m2.png
Drawn at 1 px/µm. Cells faint in the background.
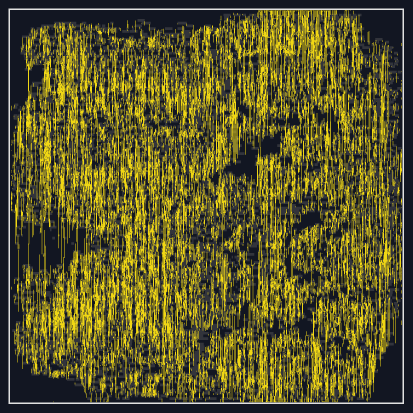
congestion_map.png
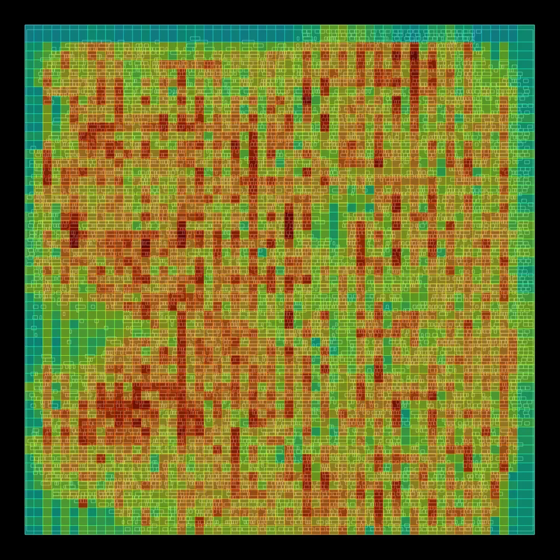
ff_map.png
Drawn at 1 px/µm. Other sequential cells in the stronger grey, the rest of the logic in the fainter grey.
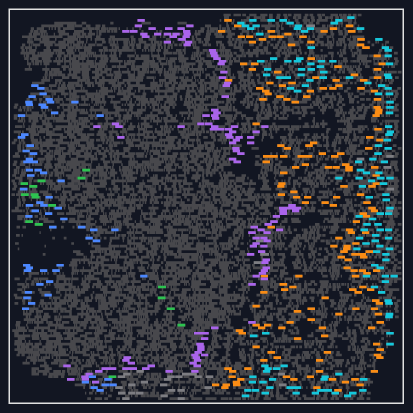
Design mac_lane_array_flat, sky130hd; sources not shown.
==> Changelog: implementation <==
### Metrics

* Mapped Nets at 10506
* Crit-path cells: buf_4 > nand2_1 > inv_1 > fa_1 > fa_1 > fa_1 > fa_1 > fa_1 > inv_1 > fa_1 > inv_1 > ha_1 > a21o_1 > a21oi_1 > nand2_1 > or2_2 > o21ai_0 > nor2_1 > o31ai_1 > a21oi_1 > xnor2_1 > nor2_1
* Worst slew pin tran at 1.09 ns
* DP HPWL at 170000 µm
* Sequential fraction of the synthesis area at 15.8%
* Family with the most delay on the worst path: adder cells
* # rows at 142
* Syn avg cell area at 8.43 µm²
* Worst path bufs/invs at 4
* Routing usage on met1 at 41.4%
* FP Core Util at 48.6%
* I/O pin cnt at 392
* Mapped cell area at 73200 µm²
* Final Hold Vio Count at 0
* CORE AREA at 151000 µm²
* Highest-delay cell along the critical path: fa_1
* Worst path depth at 22
* Setup violators final at 0
* #FFs+latches synth at 578
* YS chip area at 73200 µm²
* Worst-path maximum fanout at 27
* Outcome: finished clean
* Tally of OpenROAD warnings at 42
* Clock buffer depth at 3
* Critical path type: reg -> reg
* Count of pins over their slew limit at 0
* CTS tree: built
* Late-Pin Clk Latency at 0.72 ns
* Post-CTS Resized at 0
* Setup_tns at 0 ns
* RSZ-0062 raised after global routing: no
* Total gr overflow at 0
* Worst EP arrival at 7.96 ns
* Drt pass-1 iters at 6
* Antenna violations before repair at 5
* Post-route ant nets at 0
* CP dominant cell by count: fa_1
* Clock slew at reported path FFs at 0.05 ns
* # H-tree levels at 3
* Crit end category: flip-flop
* EDFF count, synth at 0
* Hold Buf Count CTS at 0
* Post-route DRC at 0
* Crit path DRT at 8.52 ns
* Largest net degree at the start of global routing at 169
* Share of layout cells above drive strength 1 at 3.51%
* Global Route Usage Sum at 28.2%
* HP Class: reg -> reg
* Cell count after synthesis at 8686
* Clock Tree Root: clkbuf_16
* Port Buffers at 391
* Layout Area Growth over Synthesis at 11.5%
* VDD IR max at 0.206 mV
* Minimum clock period at 7.44 ns
* TritonCTS Buffers at 77
* Unique cell types at 90
* DR iter-0 viols at 4434
* Worst Hold Slack at 0.447 ns
* Reg2reg path depth at 22
* Number of flip-flops under the largest register name at 192
* MI comb area at 55400 µm²
* Vias in the first global route at 61083
* # Cells Yosys at 8686
* First-pass GRT wire length at 342000 µm
* PD cells at 303 nW/µm²
* Final Net Count at 10611
* Placed Instances at 10728
* Clock skew at 0.0575 ns
* Worst reg-to-reg setup slack at 0.56 ns
* Max cap viols at 0
* Max incr delay on CP at 0.91 ns
* Die Size at 154000 µm²
* Clock Sinks at 578
* GRT busiest layer: met2
* F_max at 134 MHz
* Vias per inst at 5.56
* Commonest flop: dfxtp_1
* Die X at 393 µm
* Fin cells at 10873
* Slew HR at 27.4%
* Syn. warnings at 0
* Setup crit start kind: flip-flop
* Hold path depth at 2
* Tot Pwr at 24.7 mW
* Leak at 38.1 nW
* Ys async rst share at 0%
* Fill count at 14343
* Final Cycle Share at 93.0%
* Routability cong. at 0.929
Notes on m2.png above:
share of all routed wire = 44%
wire length on this layer = 95.1 mm
main direction = vertical
drt total wl: 216000 µm
DR vias: 60421
grt met2 use: 43.8%

Notes on congestion_map.png above:
WL per Instance: 19.9 µm
met3 Use GR: 4.10%

Notes on ff_map.png above:
u_core.g_lane.u_lane.a_q -> blue  # placed flops 64, where a vertical strip on the left
u_core.g_lane.u_lane.p -> purple  # placed flops 128
u_core.g_lane.u_lane.acc -> orange  # placed flops 192
u_core.g_lane.u_lane.b_q -> green  # placed flops 16
u_core.g_lane.u_lane.out_data -> cyan  # placed flops 144
Seq power: 4.36 mW
flop share of the area: 14.2%
Layout Utilization: 54.2%
register area: 11600 µm²

-- tightest hold or removal path, stage by stage, from the launching register on --
cell and delay [ns]:
dfxtp_1 0.30, nand2_1 0.05, a21oi_1 0.05
-- layout by cell type, fill, tap and decap left out, types with 49 or more instances in the layout --
master,instances
a21o_1,186
ha_1,527
mux2i_1,90
inv_1,1217
a211oi_1,252
a21oi_1,607
xnor2_1,319
nand2b_1,55
nand3_1,71
clkdlybuf4s50_1,390
fa_1,1052
buf_4,99
nor2_1,684
xor2_1,114
nand4_1,49
and2_1,520
nor2b_1,53
o21ai_0,194
clkbuf_16,78
nor3_1,225
nand2_1,887
dfxtp_1,561
o211ai_1,58
-- metal layers --
metal / wire [µm] / vias to the layer above
li1: - / 28315
met1: 103000 / 30130
met2: 95100 / 1728
met3: 13800 / 248
met4: 4170 / 0
met5: 0 / -
-- synthesized netlist by cell type (all sizes together), types with 9 or more instances --
master   instances  area share (%)
a2111oi         19            0.23
a211oi         253             2.6
a21boi           9           0.092
a21o           186             1.9
a21oi          608             4.2
a311oi          24            0.29
a31oi           50            0.46
and2           523             4.5
and3            47            0.40
and4             9            0.11
buf             35            0.21
clkbuf         439             2.3
dfxtp          578              16
fa            1052              29
ha             527             9.0
inv           1219             6.2
mux2i           92             1.3
nand2          888             4.6
nand2b          55            0.47
nand3           73            0.50
nand4           49            0.42
nor2           689             3.5
nor2b           53            0.45
nor3           226             1.6
nor4            35            0.32
o211ai          58            0.59
o21a            37            0.38
o21ai          196             1.3
o21bai          41            0.42
o31ai           20            0.21
o41ai            9            0.11
or2             11           0.094
or3             23            0.20
or4             17            0.18
xnor2          319             3.8
xor2           114             1.4
-- cell type report --
cell class              instances  area share, %
flip-flops and latches        578           14.2
clock inverters                46          0.765
diodes                          2        0.00613
inverters                    1219           5.61
clock buffers                  97           2.56
repair buffers                500           5.96
multi-input cells            6415           67.8
well taps                    2016           3.09
-- through the flow --
stage | area (µm²) | util (%) | setup WS, ns
floorplan | 73200 | - | 1.42
global placement | 78900 | 52.4 | 0.810
detailed placement | 78900 | 52.4 | 0.592
CTS | 81600 | 54.2 | 0.523
global route | 81600 | 54.2 | 0.149
finish | 81600 | 54.2 | 0.562
-- logic make-up (layout without fill, tap and decap cells) --
family	Yosys count	after routing	share of synthesized area [%]
compound gates	1586	1586	13.7
xor+xnor	433	433	5.18
fa+ha+maj	1579	1579	37.8
buf+inv	1693	1862	8.70
flops	578	578	15.8
mux	93	93	1.30
other cells	0	2	0
simple gates	2724	2724	17.6
-- report_power, final --
part / internal, mW / switching (mW)
logic: 6.09 / 10.6
registers: 3.52 / 0.837
clock network: 2.13 / 1.56
total: 11.7 / 13.0
Power is estimated from default activity; no workload was simulated.
